===== config.mk =====
export PLATFORM = sky130hd
export DESIGN_NAME = mc_control_fsm
export DESIGN_NICKNAME = d
export VERILOG_FILES = /design/src/rtl/mc_control_fsm_pkg.sv /design/src/rtl/mc_control_fsm_alu_ctrl_dec.sv /design/src/rtl/mc_control_fsm.sv
export SDC_FILE = /design/constraint.sdc
export NUM_CORES = 1
export LEC_CHECK = 0
export CAP_MARGIN = 20
export CORE_MARGIN = 1.5
export CORE_UTILIZATION = 50
export CTS_BUF_LIST = sky130_fd_sc_hd__clkbuf_4
export DETAILED_ROUTE_END_ITERATION = 8
export GPL_ROUTABILITY_DRIVEN = 0
export PLACE_DENSITY = 0.81
export SETUP_SLACK_MARGIN = 0.4
export SLEW_MARGIN = 20
export SYNTH_ARGS = -nofsm -noshare
export SYNTH_HDL_FRONTEND = slang
export SYNTH_HIERARCHICAL = 1
export SYNTH_SLANG_ARGS = --single-unit

===== constraint.sdc =====
create_clock -name CLK -period 3.9 [get_ports CLK]
set_clock_uncertainty 0.05 [all_clocks]
set_input_delay 0.975 -clock CLK [delete_from_list [all_inputs] [get_ports CLK]]
set_output_delay 0.975 -clock CLK [all_outputs]
set_load 0.005 [all_outputs]

===== src/rtl/mc_control_fsm_pkg.sv =====
// Shared definitions for the RV32I multi-cycle control unit.
// Contents: opcode constants, ALU_CTRL / ALU_SRC_A / ALU_SRC_B / RESULT_SRC
// encodings, FSM state constants, the ALU-control op-class enum and the
// branch-condition helper.
package mc_control_fsm_pkg;

    // Major opcodes (IR[6:0])
    localparam logic [6:0] OP_LOAD   = 7'b0000011;
    localparam logic [6:0] OP_STORE  = 7'b0100011;
    localparam logic [6:0] OP_RTYPE  = 7'b0110011;
    localparam logic [6:0] OP_ITYPE  = 7'b0010011;
    localparam logic [6:0] OP_BRANCH = 7'b1100011;
    localparam logic [6:0] OP_JAL    = 7'b1101111;
    localparam logic [6:0] OP_JALR   = 7'b1100111;
    localparam logic [6:0] OP_LUI    = 7'b0110111;
    localparam logic [6:0] OP_AUIPC  = 7'b0010111;
    localparam logic [6:0] OP_SYSTEM = 7'b1110011;

    // ALU operation encodings
    localparam logic [3:0] ALU_ADD  = 4'd0;
    localparam logic [3:0] ALU_SUB  = 4'd1;
    localparam logic [3:0] ALU_SLL  = 4'd2;
    localparam logic [3:0] ALU_SLT  = 4'd3;
    localparam logic [3:0] ALU_SLTU = 4'd4;
    localparam logic [3:0] ALU_XOR  = 4'd5;
    localparam logic [3:0] ALU_SRL  = 4'd6;
    localparam logic [3:0] ALU_SRA  = 4'd7;
    localparam logic [3:0] ALU_OR   = 4'd8;
    localparam logic [3:0] ALU_AND  = 4'd9;

    // ALU operand and result mux selects
    localparam logic [1:0] SRCA_PC     = 2'd0;
    localparam logic [1:0] SRCA_OLDPC  = 2'd1;
    localparam logic [1:0] SRCA_RS1    = 2'd2;
    localparam logic [1:0] SRCA_ZERO   = 2'd3;
    localparam logic [1:0] SRCB_RS2    = 2'd0;
    localparam logic [1:0] SRCB_IMM    = 2'd1;
    localparam logic [1:0] SRCB_FOUR   = 2'd2;
    localparam logic [1:0] RES_ALUOUT  = 2'd0;
    localparam logic [1:0] RES_MEMDATA = 2'd1;
    localparam logic [1:0] RES_ALU     = 2'd2;

    // FSM states; all 16 codes of the 4-bit register are in use
    localparam logic [3:0] S_IDLE     = 4'd0;
    localparam logic [3:0] S_FETCH    = 4'd1;
    localparam logic [3:0] S_DECODE   = 4'd2;
    localparam logic [3:0] S_MEMADR   = 4'd3;
    localparam logic [3:0] S_MEMREAD  = 4'd4;
    localparam logic [3:0] S_MEMWB    = 4'd5;
    localparam logic [3:0] S_MEMWRITE = 4'd6;
    localparam logic [3:0] S_EXEC_R   = 4'd7;
    localparam logic [3:0] S_EXEC_I   = 4'd8;
    localparam logic [3:0] S_ALUWB    = 4'd9;
    localparam logic [3:0] S_BRANCH   = 4'd10;
    localparam logic [3:0] S_JAL      = 4'd11;
    localparam logic [3:0] S_JALR     = 4'd12;
    localparam logic [3:0] S_LUI      = 4'd13;
    localparam logic [3:0] S_AUIPC    = 4'd14;
    localparam logic [3:0] S_HALT     = 4'd15;

    // Which decode table the ALU-control decoder should apply
    typedef enum logic [1:0] {
        OPC_ADD    = 2'd0,
        OPC_RTYPE  = 2'd1,
        OPC_ITYPE  = 2'd2,
        OPC_BRANCH = 2'd3
    } op_class_t;

    // Branch condition from FUNCT3 and the ALU flags; 010/011 never branch
    function automatic logic branch_taken(input logic [2:0] funct3,
                                          input logic       zero,
                                          input logic       lt);
        case (funct3)
            3'b000:         branch_taken = zero;
            3'b001:         branch_taken = !zero;
            3'b100, 3'b110: branch_taken = lt;
            3'b101, 3'b111: branch_taken = !lt;
            default:        branch_taken = 1'b0;
        endcase
    endfunction

endpackage


===== src/rtl/mc_control_fsm_alu_ctrl_dec.sv =====
// alu_ctrl_dec: combinational ALU-control decoder.
// Ports:
//   op_class_i  - decode table to use (forced ADD, R-type, I-type, branch)
//   funct3_i    - IR[14:12]
//   funct7b5_i  - IR[30]
//   alu_ctrl_o  - ALU operation code
module alu_ctrl_dec
    import mc_control_fsm_pkg::*;
(
    input  op_class_t  op_class_i,
    input  logic [2:0] funct3_i,
    input  logic       funct7b5_i,
    output logic [3:0] alu_ctrl_o
);

    always_comb begin
        alu_ctrl_o = ALU_ADD;
        case (op_class_i)
            OPC_RTYPE, OPC_ITYPE: begin
                case (funct3_i)
                    // IR[30] of an I-type addi is immediate data, so SUB is R-type only
                    3'b000: alu_ctrl_o = (op_class_i == OPC_RTYPE && funct7b5_i) ? ALU_SUB : ALU_ADD;
                    3'b001: alu_ctrl_o = ALU_SLL;
                    3'b010: alu_ctrl_o = ALU_SLT;
                    3'b011: alu_ctrl_o = ALU_SLTU;
                    3'b100: alu_ctrl_o = ALU_XOR;
                    3'b101: alu_ctrl_o = funct7b5_i ? ALU_SRA : ALU_SRL;
                    3'b110: alu_ctrl_o = ALU_OR;
                    3'b111: alu_ctrl_o = ALU_AND;
                    default: alu_ctrl_o = ALU_ADD;
                endcase
            end
            OPC_BRANCH: begin
                // beq/bne compare by subtraction; the unused 010/011 codes fall in here too
                case (funct3_i[2:1])
                    2'b10:   alu_ctrl_o = ALU_SLT;
                    2'b11:   alu_ctrl_o = ALU_SLTU;
                    default: alu_ctrl_o = ALU_SUB;
                endcase
            end
            default: alu_ctrl_o = ALU_ADD;
        endcase
    end

endmodule


===== src/rtl/mc_control_fsm.sv =====
// mc_control_fsm: multi-cycle control unit for the Aristotle RV32I datapath.
// Sequences fetch / decode / execute / memory / writeback, drives datapath
// selects and enables, handshakes with unified memory and counts cycles and
// retired instructions.
// Ports:
//   CLK, RST            - clock (rising edge), asynchronous active-low reset
//   OPCODE, FUNCT3,
//   FUNCT7B5            - instruction register fields
//   ZERO, LT            - ALU flags used for branch resolution
//   MEM_RDY             - memory completes the current request this cycle
//   MEM_REQ, MEM_WE,
//   ADDR_SRC            - memory request, write flag, address select
//   IR_WRITE, PC_WRITE,
//   REG_WRITE           - datapath write enables
//   ALU_SRC_A/B,
//   ALU_CTRL,
//   RESULT_SRC          - datapath mux selects and ALU operation
//   EOP, ILLEGAL        - sticky end-of-program and illegal-opcode flags
//   CYCLE_CNT,
//   INSTR_CNT           - active-cycle and retired-instruction counters
module mc_control_fsm
    import mc_control_fsm_pkg::*;
#(
    parameter int CNT_W = 32
) (
    input  logic             CLK,
    input  logic             RST,
    input  logic [6:0]       OPCODE,
    input  logic [2:0]       FUNCT3,
    input  logic             FUNCT7B5,
    input  logic             ZERO,
    input  logic             LT,
    input  logic             MEM_RDY,
    output logic             MEM_REQ,
    output logic             MEM_WE,
    output logic             ADDR_SRC,
    output logic             IR_WRITE,
    output logic             PC_WRITE,
    output logic             REG_WRITE,
    output logic [1:0]       ALU_SRC_A,
    output logic [1:0]       ALU_SRC_B,
    output logic [3:0]       ALU_CTRL,
    output logic [1:0]       RESULT_SRC,
    output logic             EOP,
    output logic             ILLEGAL,
    output logic [CNT_W-1:0] CYCLE_CNT,
    output logic [CNT_W-1:0] INSTR_CNT
);

    localparam logic [CNT_W-1:0] CNT_ONE = {{(CNT_W-1){1'b0}}, 1'b1};

    logic [3:0]       state_q, state_d;
    logic             illegal_q, illegal_d;
    logic [CNT_W-1:0] cycle_cnt_q, instr_cnt_q;
    op_class_t        op_class;

    alu_ctrl_dec u_alu_ctrl_dec (
        .op_class_i (op_class),
        .funct3_i   (FUNCT3),
        .funct7b5_i (FUNCT7B5),
        .alu_ctrl_o (ALU_CTRL)
    );

    // Next-state logic
    always_comb begin
        state_d   = state_q;
        illegal_d = illegal_q;
        case (state_q)
            S_IDLE:     state_d = S_FETCH;
            S_FETCH:    if (MEM_RDY) state_d = S_DECODE;
            S_DECODE: begin
                case (OPCODE)
                    OP_LOAD, OP_STORE: state_d = S_MEMADR;
                    OP_RTYPE:          state_d = S_EXEC_R;
                    OP_ITYPE:          state_d = S_EXEC_I;
                    OP_BRANCH:         state_d = S_BRANCH;
                    OP_JAL:            state_d = S_JAL;
                    OP_JALR:           state_d = S_JALR;
                    OP_LUI:            state_d = S_LUI;
                    OP_AUIPC:          state_d = S_AUIPC;
                    OP_SYSTEM:         state_d = S_HALT;
                    default: begin
                        state_d   = S_HALT;
                        illegal_d = 1'b1;
                    end
                endcase
            end
            S_MEMADR:   state_d = (OPCODE == OP_LOAD) ? S_MEMREAD : S_MEMWRITE;
            S_MEMREAD:  if (MEM_RDY) state_d = S_MEMWB;
            S_MEMWRITE: if (MEM_RDY) state_d = S_FETCH;
            S_EXEC_R, S_EXEC_I: state_d = S_ALUWB;
            S_HALT:     state_d = S_HALT;
            // MEMWB, ALUWB, BRANCH, JAL, JALR, LUI, AUIPC all finish the instruction
            default:    state_d = S_FETCH;
        endcase
    end

    // Output decode from the state register and IR fields. The FETCH write
    // strobes follow MEM_RDY so IR and PC capture in the same cycle the
    // memory completes; the branch PC_WRITE follows the ALU flags.
    always_comb begin
        MEM_REQ    = 1'b0;
        MEM_WE     = 1'b0;
        ADDR_SRC   = 1'b0;
        IR_WRITE   = 1'b0;
        PC_WRITE   = 1'b0;
        REG_WRITE  = 1'b0;
        ALU_SRC_A  = SRCA_PC;
        ALU_SRC_B  = SRCB_RS2;
        RESULT_SRC = RES_ALUOUT;
        op_class   = OPC_ADD;
        case (state_q)
            S_FETCH: begin
                MEM_REQ   = 1'b1;
                ALU_SRC_B = SRCB_FOUR;
                IR_WRITE  = MEM_RDY;
                PC_WRITE  = MEM_RDY;
            end
            S_DECODE: begin
                ALU_SRC_A = SRCA_OLDPC;
                ALU_SRC_B = SRCB_IMM;
            end
            S_MEMADR: begin
                ALU_SRC_A = SRCA_RS1;
                ALU_SRC_B = SRCB_IMM;
            end
            S_MEMREAD: begin
                MEM_REQ  = 1'b1;
                ADDR_SRC = 1'b1;
            end
            S_MEMWB: begin
                REG_WRITE  = 1'b1;
                RESULT_SRC = RES_MEMDATA;
            end
            S_MEMWRITE: begin
                MEM_REQ  = 1'b1;
                MEM_WE   = 1'b1;
                ADDR_SRC = 1'b1;
            end
            S_EXEC_R: begin
                ALU_SRC_A = SRCA_RS1;
                op_class  = OPC_RTYPE;
            end
            S_EXEC_I: begin
                ALU_SRC_A = SRCA_RS1;
                ALU_SRC_B = SRCB_IMM;
                op_class  = OPC_ITYPE;
            end
            S_ALUWB: REG_WRITE = 1'b1;
            S_BRANCH: begin
                ALU_SRC_A = SRCA_RS1;
                op_class  = OPC_BRANCH;
                PC_WRITE  = branch_taken(FUNCT3, ZERO, LT);
            end
            S_JAL: begin
                ALU_SRC_A  = SRCA_OLDPC;
                ALU_SRC_B  = SRCB_FOUR;
                RESULT_SRC = RES_ALU;
                REG_WRITE  = 1'b1;
                PC_WRITE   = 1'b1;
            end
            S_JALR: begin
                ALU_SRC_A  = SRCA_RS1;
                ALU_SRC_B  = SRCB_IMM;
                RESULT_SRC = RES_ALU;
                REG_WRITE  = 1'b1;
                PC_WRITE   = 1'b1;
            end
            S_LUI: begin
                ALU_SRC_A  = SRCA_ZERO;
                ALU_SRC_B  = SRCB_IMM;
                RESULT_SRC = RES_ALU;
                REG_WRITE  = 1'b1;
            end
            S_AUIPC: begin
                ALU_SRC_A  = SRCA_OLDPC;
                ALU_SRC_B  = SRCB_IMM;
                RESULT_SRC = RES_ALU;
                REG_WRITE  = 1'b1;
            end
            default: ;
        endcase
    end

    always_ff @(posedge CLK or negedge RST) begin
        if (!RST) begin
            state_q     <= S_IDLE;
            illegal_q   <= 1'b0;
            cycle_cnt_q <= '0;
            instr_cnt_q <= '0;
        end else begin
            state_q   <= state_d;
            illegal_q <= illegal_d;
            if (state_q != S_IDLE && state_q != S_HALT)
                cycle_cnt_q <= cycle_cnt_q + CNT_ONE;
            // Retire on entry to FETCH from a finishing state (not the IDLE start, not a FETCH stall)
            if (state_d == S_FETCH && state_q != S_IDLE && state_q != S_FETCH)
                instr_cnt_q <= instr_cnt_q + CNT_ONE;
        end
    end

    assign EOP       = (state_q == S_HALT);
    assign ILLEGAL   = illegal_q;
    assign CYCLE_CNT = cycle_cnt_q;
    assign INSTR_CNT = instr_cnt_q;

endmodule


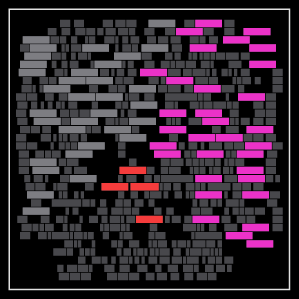
Run 1: register map, names as in the netlist
Drawn at 3 px/um.
color	signal	flops
magenta	INSTR_CNT	32
red	state_q	4
Final Core Density: 0.6817
flop share of the area: 0.3263

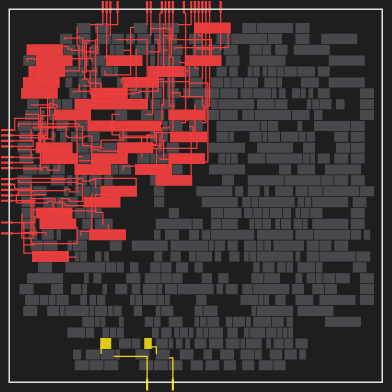
Run 1: nets reached from selected ports
Drawn at 4 px/um.
color	port	bits	direction	end cells	buffers	wire
red	CYCLE_CNT	32	output	32	32	1,380 um
yellow	ALU_SRC_A	2	output	2	2	25.5 um
IO Port Bufs: 97
IO Pins: 98

==> impl_metrics.py, run 1 <==
# Synthesis and PnR figures
metrics = {
    "global_routing": {
        "antenna_found_initial": 0,
        "gr-total-overflow": 0,
        "grt_pass1_vias": 3215,
        "grt_pass1_wl_um": 15150,
    },
    "finish": {
        "design.seq.count": 69,
        "buf_share": 0.1992,
        "drive_above_1_share": 0.1282,
        "regArea_mm2": 0.001728,
        "final_cells": 617,
        "clock_area_frac": 0.02977,
        "largestClassByArea": "combinational gates",
        "stdcell_area_mm2": 0.005295,
        "area_growth_pct": 31.02,
        "comb_area_frac": 0.4135,
        "inv_count": 10,
        "logic_area_mm2": 0.002190,
        "nFillCells": 624,
        "final_nets": 531,
        "buffers": 110,
    },
    "sta": {
        "rsz0062_at_grt": "true",
        "maxSlewHeadroom": 0.4374,
        "setup_ws_ps": 478.5,
        "fmax_mhz": 292.3,
        "final_hold_viol_count": 0,
        "hold_ws_ps": 431.4,
        "worstMarginPinSlew_ps": 843.9,
        "drv_slew": 0,
        "setup_viol": 0,
    },
    "placement": {
        "dpl-instance-area_mm2": 0.005080,
        "dp_worst_setup_slack_ps": 99.94,
    },
    "yosys": {
        "synthArstFlopShare": 1.000,
        "ys.flop_type": "dfrtp_1",
        "edf_count": 0,
        "ys_ff": 69,
        "syn_avg_cell_area_um2": 9.809,
        "syn_inst": 412,
        "ys_area_mm2": 0.004041,
        "syn_area_mm2": 0.004041,
        "syn_nets": 433,
    },
    "routing": {
        "final_antenna_net_count": 0,
        "drt_iter0_drc": 132,
        "firstDrtPassIters": 4,
        "routed_via_density": 5.569,
    },
    "clock_tree": {
        "htree_levels": 3,
        "numCtsBuffers": 9,
        "clk_latency_ps": 420,
        "cts_buffer_depth": 2,
        "cts_tree": "built",
    },
    "worst_setup_path": {
        "critical_path.cell_chain": "nor2_2 -> and2_4 -> a21oi_1 -> nor2b_2 -> inv_1 -> ha_4 -> nand2_2 -> or3_1 -> a21oi_2 -> clkbuf_2",
        "required_ps": 2870,
        "arrival_ps": 2400,
        "endpoint_kind": "output port",
        "worstSetupPathType": "flop to output port",
        "crit_path_top_delay_cell": "dfrtp_1",
    },
    "min_path": {
        "hold_path.class": "flop to flop",
    },
    "pwr": {
        "power_density_mw_per_mm2": 525.7,
        "power_mw": 2.784,
        "power.leakage_nw": 2.347,
    },
    "die": {
        "core_mm2": 0.007767,
        "die_width_um": 92.91,
        "fp_util": 0.5203,
    },
    "run": {
        "openroad.warnings": 30,
    },
    "status": {
        "status": "finished, final reports clean",
    },
}
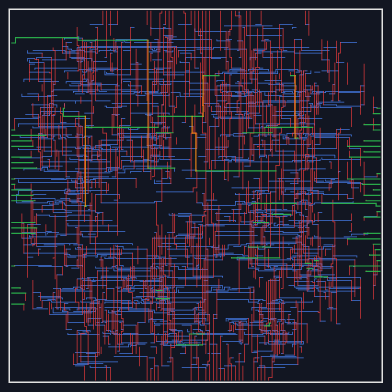
Run 1: wiring by layer
Drawn at 4 px/um.
color	layer	wire length
red	M2	4,530 um
blue	M1	4,150 um
green	M3	372 um
orange	M4	94.8 um
via count: 3,436
Detailed Route WL: 9154 um
Global Route Usage Sum: 0.2178
drt wl/cell: 14.84 um

## run 1: timing repair
item | CTS | global route
endpoints found under the setup margin | 7 | 3
pin swaps | 2 | 2
buffers inserted | 4 | 0
hold buffers | 0 | 0
cloned | 0 | 0
gates resized | 17 | 5
## run 1: flip-flops by register name, summed over array words and instances (netlist names)
register / count
CYCLE_CNT: 32
ILLEGAL: 1
state_q: 4
INSTR_CNT: 32
## run 1: kinds of logic after synthesis
family	after synthesis	share of synthesized area
flip-flops	69	0.4272
buffers and inverters	33	0.03963
adder cells (fa/ha/maj)	5	0.01548
XOR/XNOR	65	0.1409
AND/OR/NAND/NOR	192	0.2839
multiplexers	5	0.01331
AND-OR/OR-AND	43	0.07958
## run 1: layout by cell type (no fill, tap or decap), types with 10 or more instances in the layout
master,Yosys,routed
nand2_1,42,42
and4_1,11,11
nand3_1,19,19
inv_1,10,10
nor4_2,12,12
o21ai_0,10,10
dfrtp_1,69,68
buf_4,2,11
nand4_1,16,16
nor3_1,16,16
xnor2_1,25,25
clkdlybuf4s50_1,0,89
xor2_1,40,40
a21oi_1,10,10
nor2_1,23,21
and3_1,12,12
## run 1: layer usage
metal	share of wire	global-route usage	wire length, um	vias to the layer above
li1	-	-	-	1646
met1	0.45	0.2896	4153	1690
met2	0.50	0.3534	4534	89
met3	0.041	0.04598	371	11
met4	0.010	0.07197	94	0
met5	0	0	0	-
## run 1: final timing paths
kind	endpoint	cells past startpoint	slack [ps]	from
worst max-delay path	ALU_CTRL[2]	10	480	state_q[0]$_DFF_PN0_
worst min-delay path	INSTR_CNT[31]$_DFFE_PN0P_	1	430	INSTR_CNT[31]$_DFFE_PN0P_
worst max register to register	CYCLE_CNT[27]$_DFFE_PN0P_	8	1100	state_q[3]$_DFF_PN0_
worst min register to register	INSTR_CNT[31]$_DFFE_PN0P_	1	430	INSTR_CNT[31]$_DFFE_PN0P_
max in group asynchronous	state_q[3]$_DFF_PN0_	2	2520	RST
min in group asynchronous	INSTR_CNT[6]$_DFFE_PN0P_	2	680	RST
## run 1: Yosys cell counts, types with 3 or more instances
library cell / count / area share
nand3_1: 19 / 0.024
nor4_2: 12 / 0.037
buf_2: 10 / 0.012
nand2_1: 42 / 0.039
nand3b_1: 4 / 0.0074
nor2b_1: 5 / 0.0077
nor3b_1: 4 / 0.0074
o21ai_0: 10 / 0.012
clkbuf_1: 6 / 0.0056
nand4_1: 16 / 0.025
dfrtp_1: 69 / 0.43
or3_1: 4 / 0.0062
ha_1: 5 / 0.015
nand2b_1: 3 / 0.0046
nor3_1: 16 / 0.020
and4_1: 11 / 0.024
a21oi_1: 10 / 0.012
and3_1: 12 / 0.019
xor2_1: 40 / 0.087
inv_1: 10 / 0.0093
xnor2_1: 25 / 0.054
mux2_2: 3 / 0.0084
nor2_1: 23 / 0.021
and2_1: 10 / 0.015
## run 1: where the power goes
| group | switching (mW) | leakage (nW) | total (mW) | internal [mW] |
|---|---|---|---|---|
| Sequential | 0.108 | 0.919 | 0.917 | 0.809 |
| Combinational | 0.730 | 1.35 | 1.35 | 0.621 |
| Clock | 0.261 | 0.0732 | 0.516 | 0.255 |
Run 1, gate families picked out:
Drawn at 4 px/um.
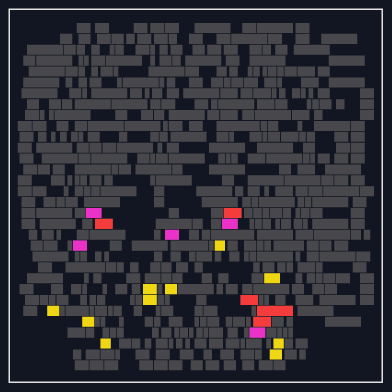

==> run 2, diff against run 1 <==
Settings changed: CELL_PAD_IN_SITES_DETAIL_PLACEMENT set to 1, CELL_PAD_IN_SITES_GLOBAL_PLACEMENT set to 1, CORE_UTILIZATION 50 to 39, PLACE_DENSITY 0.81 to not set, PLACE_DENSITY_LB_ADDON set to 0.1.
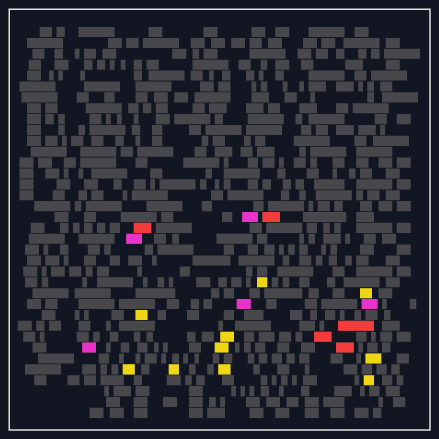
Run 2: gate families picked out
Drawn at 4 px/um.
color	family	cells	most used
magenta	mux cells	5	mux2_2
red	fa/ha/maj cells	5	ha_1
yellow	non-inverting ao/oa cells	10	a21o_1
non-filler cells, final: 653
top logic cell by instance count in the layout: clkdlybuf4s50_1
Comb/total area: 0.4106

==> impl_metrics.py, run 2 <==
# Synthesis and PnR figures
metrics = {
    "status": {
        "status": "finished, final reports clean",
    },
    "routing": {
        "drt_iter0_drc": 114,
        "firstDrtPassIters": 4,
        "routed_via_density": 5.289,
        "final_antenna_net_count": 0,
        "routed_wl_um": 10660,
        "vias": 3454,
        "drcViolationCount": 0,
        "wl_per_cell_um": 16.33,
    },
    "placement": {
        "io_buffers": 97,
        "dp_cells": 631,
        "place_hpwl_um": 7723,
    },
    "clock_tree": {
        "htree_levels": 3,
        "path_clk_slew_ps": 120,
        "ctsHoldBuffers": 0,
        "cts_tree": "built",
        "cts-root-buf": "clkbuf_4",
        "cts_buffer_depth": 2,
    },
    "global_routing": {
        "grt_pass1_wl_um": 18220,
        "grt_pass1_vias": 3647,
        "grt_max_degree": 26,
        "grtUsageTotal": 0.2053,
        "antenna_found_initial": 0,
        "gr-total-overflow": 0,
    },
    "yosys": {
        "edf_count": 0,
        "ys_cells": 412,
        "ys_area_mm2": 0.004041,
        "synth_top_cell_by_count": "dfrtp_1",
        "yosys-top-cells-count": "69 x dfrtp_1, 42 x nand2_1, 40 x xor2_1, 25 x xnor2_1, 23 x nor2_1",
        "ys_ff": 69,
        "syn_area_mm2": 0.004041,
        "largest_area_cell": "dfrtp_1",
        "ys.flop_type": "dfrtp_1",
        "syn_nets": 433,
        "ys_warn_count": 6,
        "topCellsByArea": "dfrtp_1 43%, xor2_1 8.7%, xnor2_1 5.4%",
        "synth_seq_share": 0.4272,
        "synthArstFlopShare": 1.000,
        "syn_inst": 412,
        "syn_avg_cell_area_um2": 9.809,
        "top_cell_area_share": 0.4272,
        "synth_cell_type_count": 60,
    },
    "pwr": {
        "power_density_mw_per_mm2": 522.9,
        "power.leakage_nw": 2.399,
        "peakVddDrop_uv": 289.8,
    },
    "die": {
        "die_area_mm2": 0.01098,
        "core_mm2": 0.009910,
        "rows": 36,
        "io_pins": 98,
        "die_width_um": 104.8,
        "die_h_um": 104.8,
        "fp_util": 0.4078,
    },
    "sta": {
        "fmax_mhz": 290.8,
        "drv_slew": 0,
        "final_hold_viol_count": 0,
        "rsz0062_at_grt": "true",
        "tns_ps": 0,
        "maxSlewHeadroom": 0.5977,
        "post-route-min-period_ps": 3439,
        "setup_viol": 0,
        "finalCritPeriodShare": 0.8817,
        "worstMarginPinSlew_ps": 601.7,
    },
    "finish": {
        "n_antenna_cell": 0,
        "layout_top_cells": "88 x clkdlybuf4s50_1, 67 x dfrtp_1, 42 x nand2_1",
        "area_growth_pct": 32.94,
        "drive_above_1_share": 0.1462,
        "final_nets": 536,
    },
    "run": {
        "openroad.warnings": 30,
        "cap_viol_max_count": 0,
    },
    "worst_setup_path": {
        "startpoint_type": "flop",
        "arrival_ps": 2410,
        "required_ps": 2870,
        "worstSetupPathType": "flop to output port",
        "endpoint_kind": "output port",
        "cp_max_fo": 3,
        "r2r_slack_ps": 1190,
    },
    "min_path": {
        "hold_path.class": "flop to flop",
    },
}
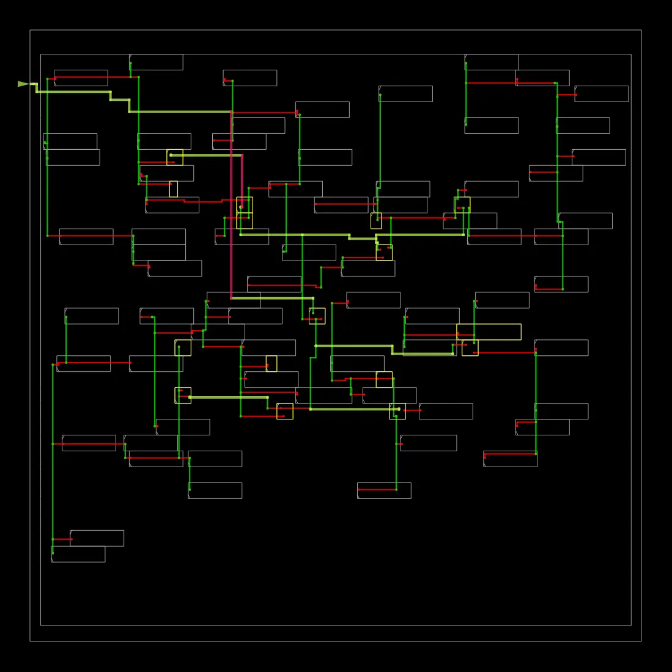
Run 2: the clock network
CTS Buf Count: 9
Late-Pin Clk Latency: 410 ps
P_clk: 0.461 mW
clkbuf count: 11
CTS Sinks: 69

## run 2: final timing paths
kind,from,end,cells past startpoint
max,state_q[2]$_DFF_PN0_,ALU_CTRL[2],10
min,INSTR_CNT[31]$_DFFE_PN0P_,INSTR_CNT[31]$_DFFE_PN0P_,1
max reg2reg,state_q[2]$_DFF_PN0_,INSTR_CNT[1]$_DFFE_PN0P_,9
min reg2reg,INSTR_CNT[31]$_DFFE_PN0P_,INSTR_CNT[31]$_DFFE_PN0P_,1
max in group asynchronous,RST,state_q[3]$_DFF_PN0_,2
min in group asynchronous,RST,INSTR_CNT[7]$_DFFE_PN0P_,1
## run 2: cell type report
type	instances	area [um2]
repair buffers	115	1100
fillers	1136	4537
multi-input cells	310	2206
flip-flops and latches	69	1729
clock buffers	11	82.58
clock inverters	5	51.30
inverters	10	37.54
well taps	133	166.4
## run 2: repair_timing
item,CTS,global route
resized,16,11
endpoints found under the hold margin,0,0
setup endpoints to repair,7,5
buffers inserted,5,1
pin swaps,3,2
cloned,0,0
## run 2: logic make-up (layout without fill, tap and decap cells)
| kind of cell | Yosys count | in the layout | synth area share |
|---|---|---|---|
| AND-OR/OR-AND | 43 | 43 | 0.07958 |
| buffers and inverters | 33 | 141 | 0.03963 |
| multiplexers | 5 | 5 | 0.01331 |
| AND/OR/NAND/NOR | 192 | 192 | 0.2839 |
| XOR/XNOR | 65 | 65 | 0.1409 |
| adder cells (fa/ha/maj) | 5 | 5 | 0.01548 |
| flip-flops | 69 | 69 | 0.4272 |
## run 2: routing by layer
layer,track usage,vias to the layer above,share of wire
met1,0.2600,1710,0.44
met5,0,-,0
met4,0.04795,0,0.0093
met3,0.05490,10,0.040
li1,-,1662,-
met2,0.3487,72,0.51
## run 2: through the flow
step	total power [mW]	instance area [um2]	worst slack, ps	utilization	hold slack [ps]
after detailed placement	2.287	5141	110.4	0.5188	420.4
after floorplan	1.776	4041	745.1	-	414.7
after global placement	2.251	5141	156.9	0.5188	404.2
final	2.809	5373	461.2	0.5422	426.0
after global routing	3.024	5373	300.5	0.5422	449.0
after CTS	2.832	5344	376.6	0.5393	437.4
## run 2: critical path: stages, from the launching register on
cell and delay [ps]:
dfrtp_2 450, nor2_4 120, and2_4 150, a21oi_1 40, nor2b_2 150, inv_2 60
ha_4 280, nand2_2 60, or3_1 330, a21oi_2 150, clkdlybuf4s15_1 220
## run 2: where the power goes
part / internal, mW / switching, mW / leakage, nW
clock network: 0.206 / 0.255 / 0.0743
logic: 0.654 / 0.763 / 1.41
registers: 0.810 / 0.121 / 0.918
==> run 3, diff against run 2 <==
Settings changed: SLEW_MARGIN 20 to not set.
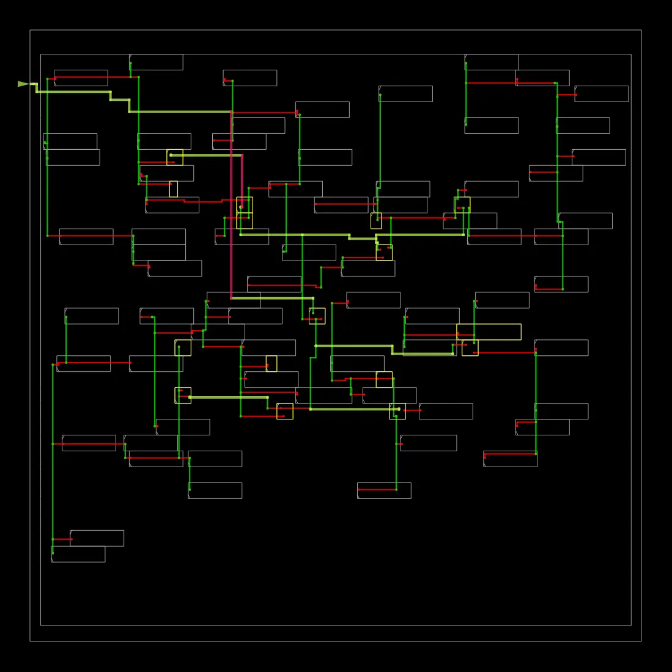
Run 3: the clock network
seq_cells: 69

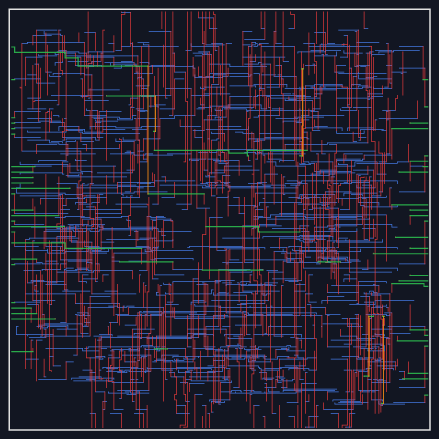
Run 3: wiring by layer
Drawn at 4 px/um.
color	layer	wire length
orange	M4	99.3 um
blue	M1	4,740 um
green	M3	431 um
red	M2	5,390 um
via count: 3,454
Global Route Usage Sum: 0.2053
Detailed Route WL: 10,660 um

==> impl_metrics.py, run 3 <==
# Synthesis and PnR figures
metrics = {
    "worst_setup_path": {
        "reg2reg_from": "state_q[2]$_DFF_PN0_",
        "cp_num_cells": 10,
        "worstSetupPathType": "flop to output port",
        "endpoint_kind": "output port",
        "worst-r2r-cell-count": 9,
        "r2r_end": "INSTR_CNT[1]$_DFFE_PN0P_",
        "worst-path-buf-inv": 2,
        "endpoint": "ALU_CTRL[2]",
        "r2r_slack_ps": 1190,
        "cpPeakStageDelay_ps": 450,
        "critPathTopFamily": "simple AND/OR/NAND/NOR gates",
        "critical_path.cell_chain": "nor2_4 -> and2_4 -> a21oi_1 -> nor2b_2 -> inv_2 -> ha_4 -> nand2_2 -> or3_1 -> a21oi_2 -> clkdlybuf4s15_1",
        "required_ps": 2870,
    },
    "yosys": {
        "edf_count": 0,
        "ys_warn_count": 6,
        "ys_cells": 412,
        "syn_area_mm2": 0.004041,
        "ys.flop_type": "dfrtp_1",
        "ys_area_mm2": 0.004041,
        "synth_seq_share": 0.4272,
        "synthArstFlopShare": 1.000,
        "synth_top_cell_by_count": "dfrtp_1",
        "syn_inst": 412,
        "syn_avg_cell_area_um2": 9.809,
        "syn_nets": 433,
    },
    "global_routing": {
        "gr-total-overflow": 0,
        "grt_max_degree": 26,
        "grt_pass1_wl_um": 18220,
        "antenna_found_initial": 0,
        "grt_pass1_vias": 3647,
    },
    "sta": {
        "setup_viol": 0,
        "rsz0062_at_grt": "true",
        "finalCritPeriodShare": 0.8817,
        "worstMarginPinSlew_ps": 601.7,
        "final_hold_viol_count": 0,
        "fmax_mhz": 290.8,
        "tns_ps": 0,
        "drv_slew": 0,
        "maxSlewHeadroom": 0.5977,
    },
    "status": {
        "status": "finished, final reports clean",
    },
    "routing": {
        "drt_iter0_drc": 114,
        "routed_via_density": 5.289,
        "firstDrtPassIters": 4,
    },
    "clock_tree": {
        "clock-sinks": 69,
        "cts_buffer_depth": 2,
        "htree_levels": 3,
        "numCtsBuffers": 9,
        "cts-root-buf": "clkbuf_4",
        "cts_tree": "built",
        "clk_latency_ps": 410,
        "path_clk_slew_ps": 120,
    },
    "die": {
        "fp_util": 0.4078,
        "io_pins": 98,
        "core_mm2": 0.009910,
        "die_width_um": 104.8,
        "rows": 36,
    },
    "pwr": {
        "power_density_mw_per_mm2": 522.9,
        "peakVddDrop_uv": 289.8,
    },
    "run": {
        "openroad.warnings": 30,
        "cap_viol_max_count": 0,
    },
    "finish": {
        "drive_above_1_share": 0.1462,
        "stdcell_area_mm2": 0.005373,
        "final_nets": 536,
        "area_growth_pct": 32.94,
        "layout_top_cell": "clkdlybuf4s50_1",
    },
    "placement": {
        "place_hpwl_um": 7723,
    },
}
==> run 3: where the power goes <==
part | switching, mW | leakage, nW | internal, mW
Combinational | 0.763 | 1.41 | 0.654
Clock | 0.255 | 0.0743 | 0.206
Sequential | 0.121 | 0.918 | 0.810
==> run 3: cells by family after synthesis <==
kind of cell             synth area share
AND/OR/NAND/NOR                    0.2839
adder cells (fa/ha/maj)           0.01548
buffers and inverters             0.03963
multiplexers                      0.01331
AND-OR/OR-AND                     0.07958
XOR/XNOR                           0.1409
flip-flops                         0.4272
==> run 3: final cells by class <==
| type | count | area (um2) |
|---|---|---|
| clock buffers | 11 | 82.58 |
| multi-input cells | 310 | 2206 |
| flip-flops and latches | 69 | 1729 |
| repair buffers | 115 | 1100 |
| well taps | 133 | 166.4 |
| inverters | 10 | 37.54 |
| fillers | 1136 | 4537 |
| clock inverters | 5 | 51.30 |
==> run 3: per-layer routing <==
| layer | wire, um | global-route usage | up-vias |
|---|---|---|---|
| li1 | - | - | 1662 |
| met1 | 4741 | 0.2600 | 1710 |
| met2 | 5390 | 0.3487 | 72 |
| met3 | 430 | 0.05490 | 10 |
| met4 | 99 | 0.04795 | 0 |
| met5 | 0 | 0 | - |
==> run 3: timing repair <==
item                       in CTS  in global routing
setup buffers                   5                  1
setup endpoints to repair       7                  5
pin swaps                       3                  2
resized                        16                 11
==> run 3: worst min-delay path by stage <==
stage | start | end | slack, ps | cells after the start
after floorplan | INSTR_CNT[31]$_DFFE_PN0P_ | INSTR_CNT[31]$_DFFE_PN0P_ | 410 | 1
after global placement | INSTR_CNT[31]$_DFFE_PN0P_ | INSTR_CNT[31]$_DFFE_PN0P_ | 400 | 1
after detailed placement | INSTR_CNT[31]$_DFFE_PN0P_ | INSTR_CNT[31]$_DFFE_PN0P_ | 420 | 1
after CTS | INSTR_CNT[31]$_DFFE_PN0P_ | INSTR_CNT[31]$_DFFE_PN0P_ | 440 | 1
after global routing | INSTR_CNT[31]$_DFFE_PN0P_ | INSTR_CNT[31]$_DFFE_PN0P_ | 450 | 1
final | INSTR_CNT[31]$_DFFE_PN0P_ | INSTR_CNT[31]$_DFFE_PN0P_ | 430 | 1
==> run 3: per-stage QoR <==
step | instances | hold WS (ps) | util | setup slack, ps
6_report | 653 | 426.0 | 0.5422 | 461.2
5_1_grt | 653 | 449.0 | 0.5422 | 300.5
4_1_cts | 652 | 437.4 | 0.5393 | 376.6
3_5_place_dp | 631 | 420.4 | 0.5188 | 110.4
3_3_place_gp | 631 | 404.2 | 0.5188 | 156.9
2_1_floorplan | 412 | 414.7 | - | 745.1
==> run 3: worst reg2reg max path, stage by stage, from the launching register on <==
cell,delay (ps)
dfrtp_2,420
buf_4,160
buf_4,190
nor4b_1,70
a31o_1,190
a32o_1,210
or4b_1,520
buf_4,250
nand3b_1,230
mux2_2,300
No activity file was given, so power comes from the tool's default toggle rates.
